`src/rtl/instr_register_pkg.sv`:
```
// instr_register_pkg: shared instruction, opcode and execution-stage types
//   OPERAND_W/RESULT_W : operand and result widths
//   opcode_t, instruction_t : instr_register word format
//   result_t, exec_state_t  : execution-stage result and FSM state
package instr_register_pkg;
    localparam int OPERAND_W = 4;
    localparam int RESULT_W  = 2 * OPERAND_W;
    typedef enum logic [3:0] {ZERO, PASSA, PASSB, ADD, SUB, MULT, DIV, MOD} opcode_t;
    typedef struct packed {
        opcode_t                     opc;
        logic signed [OPERAND_W-1:0] op_a;
        logic [OPERAND_W-1:0]        op_b;
    } instruction_t;
    typedef logic signed [RESULT_W-1:0] result_t;
    typedef enum logic [2:0] {S_IDLE, S_FETCH, S_EXEC, S_DIV, S_OUT} exec_state_t;
endpackage

```
`src/rtl/instr_exec_divider.sv`:
```
// instr_exec_divider: iterative restoring divider on magnitudes, OPERAND_W cycles per divide
//   clk, reset          : clock, synchronous active-high reset
//   start               : load dividend/divisor and begin
//   dividend, divisor   : signed dividend, unsigned non-zero divisor
//   busy, done          : divide in progress, final cycle
//   quotient, remainder : truncating quotient, remainder with dividend sign (valid while done)
module instr_exec_divider
    import instr_register_pkg::*;
(
    input  logic                        clk,
    input  logic                        reset,
    input  logic                        start,
    input  logic signed [OPERAND_W-1:0] dividend,
    input  logic [OPERAND_W-1:0]        divisor,
    output logic                        busy,
    output logic                        done,
    output result_t                     quotient,
    output result_t                     remainder
);
    localparam int CW = $clog2(OPERAND_W + 1);
    logic [OPERAND_W-1:0] r_quo, r_rem, r_div, w_mag, w_quo_n, w_rem_n;
    logic [OPERAND_W:0]   w_shift;
    logic [CW-1:0]        r_cnt;
    logic                 r_neg, w_ge;
    result_t              w_quo_x, w_rem_x;
    // Outputs reflect the step in flight, so on the done cycle they already
    // carry the final step and the caller can register them at that edge.
    always_comb begin
        w_mag     = dividend[OPERAND_W-1] ? -dividend : dividend;
        w_shift   = {r_rem, r_quo[OPERAND_W-1]};
        w_ge      = w_shift >= {1'b0, r_div};
        w_rem_n   = w_ge ? OPERAND_W'(w_shift - {1'b0, r_div}) : w_shift[OPERAND_W-1:0];
        w_quo_n   = {r_quo[OPERAND_W-2:0], w_ge};
        w_quo_x   = {{(RESULT_W-OPERAND_W){1'b0}}, w_quo_n};
        w_rem_x   = {{(RESULT_W-OPERAND_W){1'b0}}, w_rem_n};
        quotient  = r_neg ? -w_quo_x : w_quo_x;
        remainder = r_neg ? -w_rem_x : w_rem_x;
    end
    assign busy = r_cnt != '0;
    assign done = r_cnt == CW'(1);
    always_ff @(posedge clk) begin
        if (reset) begin
            r_quo <= '0;
            r_rem <= '0;
            r_div <= '0;
            r_neg <= 1'b0;
            r_cnt <= '0;
        end else if (start) begin
            r_quo <= w_mag;
            r_rem <= '0;
            r_div <= divisor;
            r_neg <= dividend[OPERAND_W-1];
            r_cnt <= CW'(OPERAND_W);
        end else if (busy) begin
            r_quo <= w_quo_n;
            r_rem <= w_rem_n;
            r_cnt <= r_cnt - CW'(1);
        end
    end
endmodule

```
`src/rtl/instr_exec_unit.sv`:
```
// instr_exec_unit: execution stage walking instr_register locations and computing results
//   clk, reset                     : clock, synchronous active-high reset
//   start, first_ptr, num_instr    : run request (sampled in IDLE), first location, count 0..32
//   read_pointer, instruction_word : instr_register read port
//   busy, done                     : run in progress, one-cycle end-of-run pulse
//   result_valid/ready, result, result_opc, result_ptr, div_by_zero : result channel
module instr_exec_unit
    import instr_register_pkg::*;
#(
    parameter int PTR_W = 5
) (
    input  logic             clk,
    input  logic             reset,
    input  logic             start,
    input  logic [PTR_W-1:0] first_ptr,
    input  logic [PTR_W:0]   num_instr,
    output logic [PTR_W-1:0] read_pointer,
    input  instruction_t     instruction_word,
    output logic             busy,
    output logic             result_valid,
    input  logic             result_ready,
    output result_t          result,
    output opcode_t          result_opc,
    output logic [PTR_W-1:0] result_ptr,
    output logic             div_by_zero,
    output logic             done
);
    localparam int LW = PTR_W + 1;
    exec_state_t      r_state, w_next;
    logic [PTR_W-1:0] r_ptr, r_res_ptr;
    logic [PTR_W:0]   r_left;
    instruction_t     r_instr;
    result_t          r_result, w_exec, w_a, w_b, w_quo, w_rem;
    opcode_t          r_opc;
    logic             r_dbz, r_done, w_done, w_is_div, w_div_start, w_div_busy, w_div_done;
    logic             w_last, w_xfer;
    assign w_is_div    = r_instr.opc == DIV || r_instr.opc == MOD;
    assign w_div_start = r_state == S_EXEC && w_is_div && r_instr.op_b != '0;
    assign w_last      = r_left == LW'(1);
    assign w_xfer      = r_state == S_OUT && result_ready;
    instr_exec_divider u_div (
        .clk       (clk),
        .reset     (reset),
        .start     (w_div_start),
        .dividend  (r_instr.op_a),
        .divisor   (r_instr.op_b),
        .busy      (w_div_busy),
        .done      (w_div_done),
        .quotient  (w_quo),
        .remainder (w_rem)
    );
    always_comb begin
        w_a = {{(RESULT_W-OPERAND_W){r_instr.op_a[OPERAND_W-1]}}, r_instr.op_a};
        w_b = {{(RESULT_W-OPERAND_W){1'b0}}, r_instr.op_b};
        case (r_instr.opc)
            PASSA:   w_exec = w_a;
            PASSB:   w_exec = w_b;
            ADD:     w_exec = w_a + w_b;
            SUB:     w_exec = w_a - w_b;
            MULT:    w_exec = w_a * w_b;
            default: w_exec = '0;
        endcase
        w_next = r_state;
        w_done = 1'b0;
        case (r_state)
            S_IDLE: begin
                w_next = start && num_instr != '0 ? S_FETCH : S_IDLE;
                w_done = start && num_instr == '0;
            end
            S_FETCH: w_next = S_EXEC;
            S_EXEC:  w_next = w_div_start ? S_DIV : S_OUT;
            S_DIV:   w_next = w_div_done ? S_OUT : S_DIV;
            S_OUT: begin
                w_next = w_xfer ? (w_last ? S_IDLE : S_FETCH) : S_OUT;
                w_done = w_xfer && w_last;
            end
            default: w_next = S_IDLE;
        endcase
    end
    always_ff @(posedge clk) begin
        if (reset) r_state <= S_IDLE;
        else r_state <= w_next;
    end
    always_ff @(posedge clk) begin
        if (reset) begin
            r_ptr     <= '0;
            r_left    <= '0;
            r_instr   <= '0;
            r_result  <= '0;
            r_opc     <= ZERO;
            r_res_ptr <= '0;
            r_dbz     <= 1'b0;
            r_done    <= 1'b0;
        end else begin
            r_done <= w_done;
            if (r_state == S_IDLE && w_next == S_FETCH) begin
                r_ptr  <= first_ptr;
                r_left <= num_instr;
            end
            if (r_state == S_FETCH) r_instr <= instruction_word;
            if (r_state == S_EXEC) begin
                r_result  <= w_exec;
                r_opc     <= r_instr.opc;
                r_res_ptr <= r_ptr;
                r_dbz     <= w_is_div && !w_div_start;
            end
            if (r_state == S_DIV && w_div_done) r_result <= r_opc == DIV ? w_quo : w_rem;
            if (w_xfer) begin
                r_left <= r_left - LW'(1);
                r_ptr  <= w_last ? r_ptr : r_ptr + PTR_W'(1);
            end
        end
    end
    assign read_pointer = r_ptr;
    assign busy         = r_state != S_IDLE || w_div_busy;
    assign result_valid = r_state == S_OUT;
    assign result       = r_result;
    assign result_opc   = r_opc;
    assign result_ptr   = r_res_ptr;
    assign div_by_zero  = r_dbz;
    assign done         = r_done;
endmodule

```
`config.mk`:
```
export PLATFORM = sky130hd
export DESIGN_NAME = instr_exec_unit
export DESIGN_NICKNAME = d
export VERILOG_FILES = /design/src/rtl/instr_register_pkg.sv /design/src/rtl/instr_exec_divider.sv /design/src/rtl/instr_exec_unit.sv
export SDC_FILE = /design/constraint.sdc
export NUM_CORES = 1
export LEC_CHECK = 0
export CORE_UTILIZATION = 40
export CTS_CLUSTER_DIAMETER = 100
export CTS_CLUSTER_SIZE = 25
export DETAILED_ROUTE_END_ITERATION = 16
export SLEW_MARGIN = 5
export SYNTH_ARGS = -nofsm -noshare
export SYNTH_HDL_FRONTEND = slang
export SYNTH_SLANG_ARGS = --single-unit
```
`constraint.sdc`:
```
create_clock -name clk -period 10.7 [get_ports clk]
set_input_delay 2.675 -clock clk [delete_from_list [all_inputs] [get_ports clk]]
set_output_delay 2.675 -clock clk [all_outputs]
set_load 0.01 [all_outputs]
```
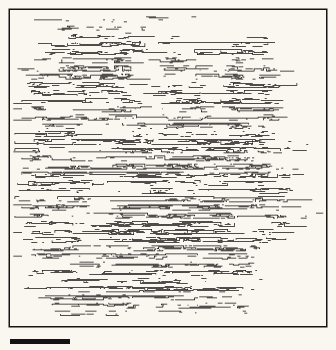
Fig. 1. The metal 1 layer.
Scale bar: 20 µm.
main direction = horizontal
nets with wire on the layer = 596
share of all routed wire = 49%
wire length on this layer = 5370 µm
longest straight run = 52.0 µm

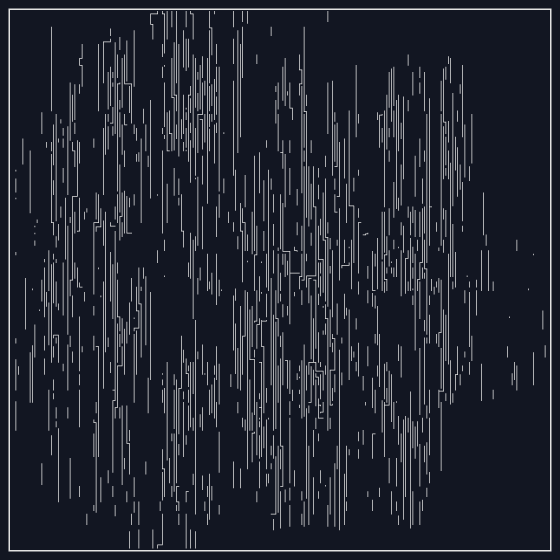
Fig. 2. M2 wires.
share of all routed wire = 45%
nets with wire on the layer = 518
main direction = vertical
wire length on this layer = 4950 µm
routed wire length: 11100 µm
grt met2 use: 0.334
via count: 3896

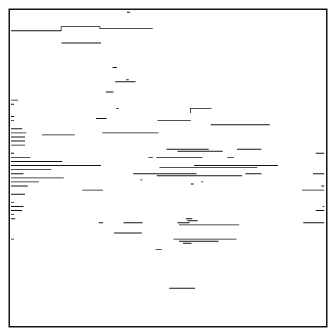
Fig. 3. Signal wires on met3.
nets with wire on the layer = 60
main direction = horizontal
share of all routed wire = 5.2%
global-route track usage on met3: 0.0324

==> flow_metrics.tcl <==
# place-and-route summary
set metrics [dict create \
    rr_startpoint "r_instr[7]" \
    die_h_um 105 \
    drtPass1Iterations 4 \
    drtIter0Drc 179 \
    cp-end-kind "primary output" \
    slew_headroom 0.317 \
    synth_cells 547 \
    clock_sinks 61 \
    cp-start-kind "flop" \
    p_int_mw 0.491 \
    clk_root_buffer_cell "clkbuf_8" \
    crit_required_ns 8.03 \
    period_used_share 0.466 \
    lay_top_count "nand2_1" \
    swShare 0.352 \
    reg2reg_depth 11 \
    post_cts_buffers 0 \
    timing.setup.tns_ns 0 \
    num_rows 37 \
    warning_count 34 \
    die-area_um2 11100 \
    syn_area_per_cell_um2 7.78 \
    synth-edff-count 0 \
    cts_buffer_depth 2 \
    grt_pass1_wl_um 18700 \
    numCtsBuffers 9 \
    crit_slowest_cell "clkdlybuf4s50_1" \
    dp_slack_ns 5.62 \
    fp_util 0.412 \
    core_um2 10300 \
    fill_cells 1025 \
    fin_ws_ns 5.72 \
    drtAntennaViolNets 0 \
    yosys-stat-cells 547 \
    fmax_ghz 0.201 \
    final_nets 657 \
    seqPwrFrac 0.372 \
    grt_max_degree 55 \
    hold_buffers 0 \
    cts_tree "built" \
    drc 0 \
    critPathKind "flop to primary output" \
    lay_top_cells "nand2_1 (68), nor2_1 (64), dfxtp_1 (61)" \
    die_width_um 105 \
    status "finished clean" \
    synthDominantCellAreaShare 0.287 \
    p_clk_frac 0.312 \
    min-delay-start "result_ptr[3]" \
]
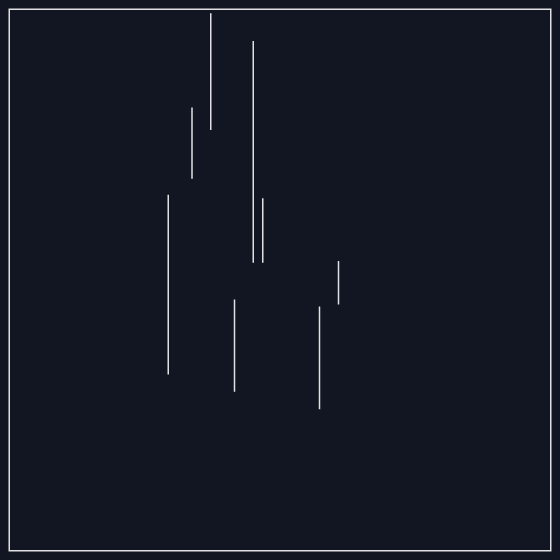
Fig. 4. Metal 4.
share of all routed wire = 1.6%
longest straight run = 42.8 µm
nets with wire on the layer = 6
main direction = vertical
wire length on this layer = 171 µm

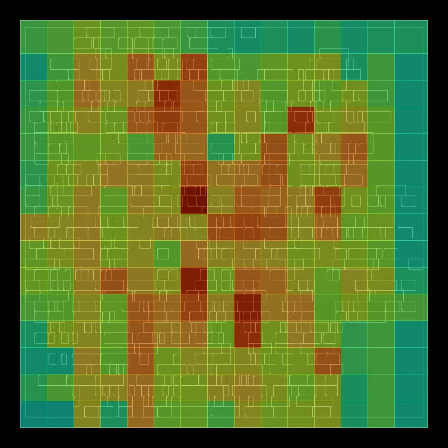
Fig. 5. Routing congestion.
DR WL/cell: 15.3 µm
All-Layer GR Usage: 0.210

per-stage QoR:
stage | cells | hold slack [ns] | area [µm²] | power [mW]
global placement | 708 | 0.446 | 4830 | 0.519
global route | 724 | 0.498 | 5050 | 0.808
floorplan | 547 | 0.443 | 4260 | 0.455
detailed placement | 708 | 0.449 | 4830 | 0.525
finish | 724 | 0.466 | 5050 | 0.758
CTS | 724 | 0.470 | 5050 | 0.763
logic make-up (layout without fill, tap and decap cells):
| logic type | count (synthesis) | in the layout | synth area share |
|---|---|---|---|
| buf+inv | 66 | 107 | 0.0620 |
| simple gates | 217 | 217 | 0.246 |
| compound gates | 129 | 129 | 0.192 |
| xor+xnor | 12 | 12 | 0.0247 |
| flops | 61 | 61 | 0.287 |
| fa+ha+maj | 47 | 47 | 0.152 |
| mux | 15 | 15 | 0.0362 |
registers in the layout (all words and copies together), names as in the netlist, 4 cells and up:
register      count
result_opc        4
result            8
u_div.r_div       4
r_instr          12
read_pointer      5
result_ptr        5
u_div.r_rem       4
r_left            6
u_div.r_quo       4
worst max-delay path, delay by kind of cell, from the launching register on:
family,cells,cell delay (ns)
AND/OR/NAND/NOR,2,0.87
flip-flops,1,0.34
adder cells (fa/ha/maj),1,0.19
buffers and inverters,2,0.57
routing by layer:
layer	track usage	vias to the layer above	part of all wire
li1	-	1986	-
met1	0.289	1791	0.49
met2	0.334	100	0.45
met3	0.0324	19	0.052
met4	0.0674	0	0.015
met5	0	-	0
worst min path at each step:
| stage | end | slack, ns | depth (start not counted) |
|---|---|---|---|
| 3_3_place_gp | result_ptr[2] | 0.45 | 2 |
| 6_report | result_ptr[3] | 0.47 | 2 |
| 4_1_cts | result_ptr[3] | 0.47 | 2 |
| 3_5_place_dp | result_ptr[0] | 0.45 | 2 |
| 5_1_grt | result_ptr[2] | 0.50 | 2 |
| 2_1_floorplan | r_left[5] | 0.44 | 2 |
power by group through the flow:
| stage | registers, mW | logic (mW) | clock network (mW) |
|---|---|---|---|
| 6_report | 0.282 | 0.240 | 0.237 |
| 5_1_grt | 0.286 | 0.270 | 0.252 |
| 4_1_cts | 0.282 | 0.240 | 0.241 |
| 3_5_place_dp | 0.287 | 0.238 | 0 |
| 3_3_place_gp | 0.286 | 0.233 | 0 |
| 2_1_floorplan | 0.275 | 0.180 | 0 |
final cells by class:
class                      instances  area (µm²)  share of cell area
tap                              136         170              0.0337
clock buffer                      10         138              0.0272
multi-input combinational        420        2770               0.548
inverter                          37         139              0.0275
timing repair buffer              54         531               0.105
clock inverter                     6        86.3              0.0171
sequential                        61        1220               0.242
Power and IR drop assume default switching activity.
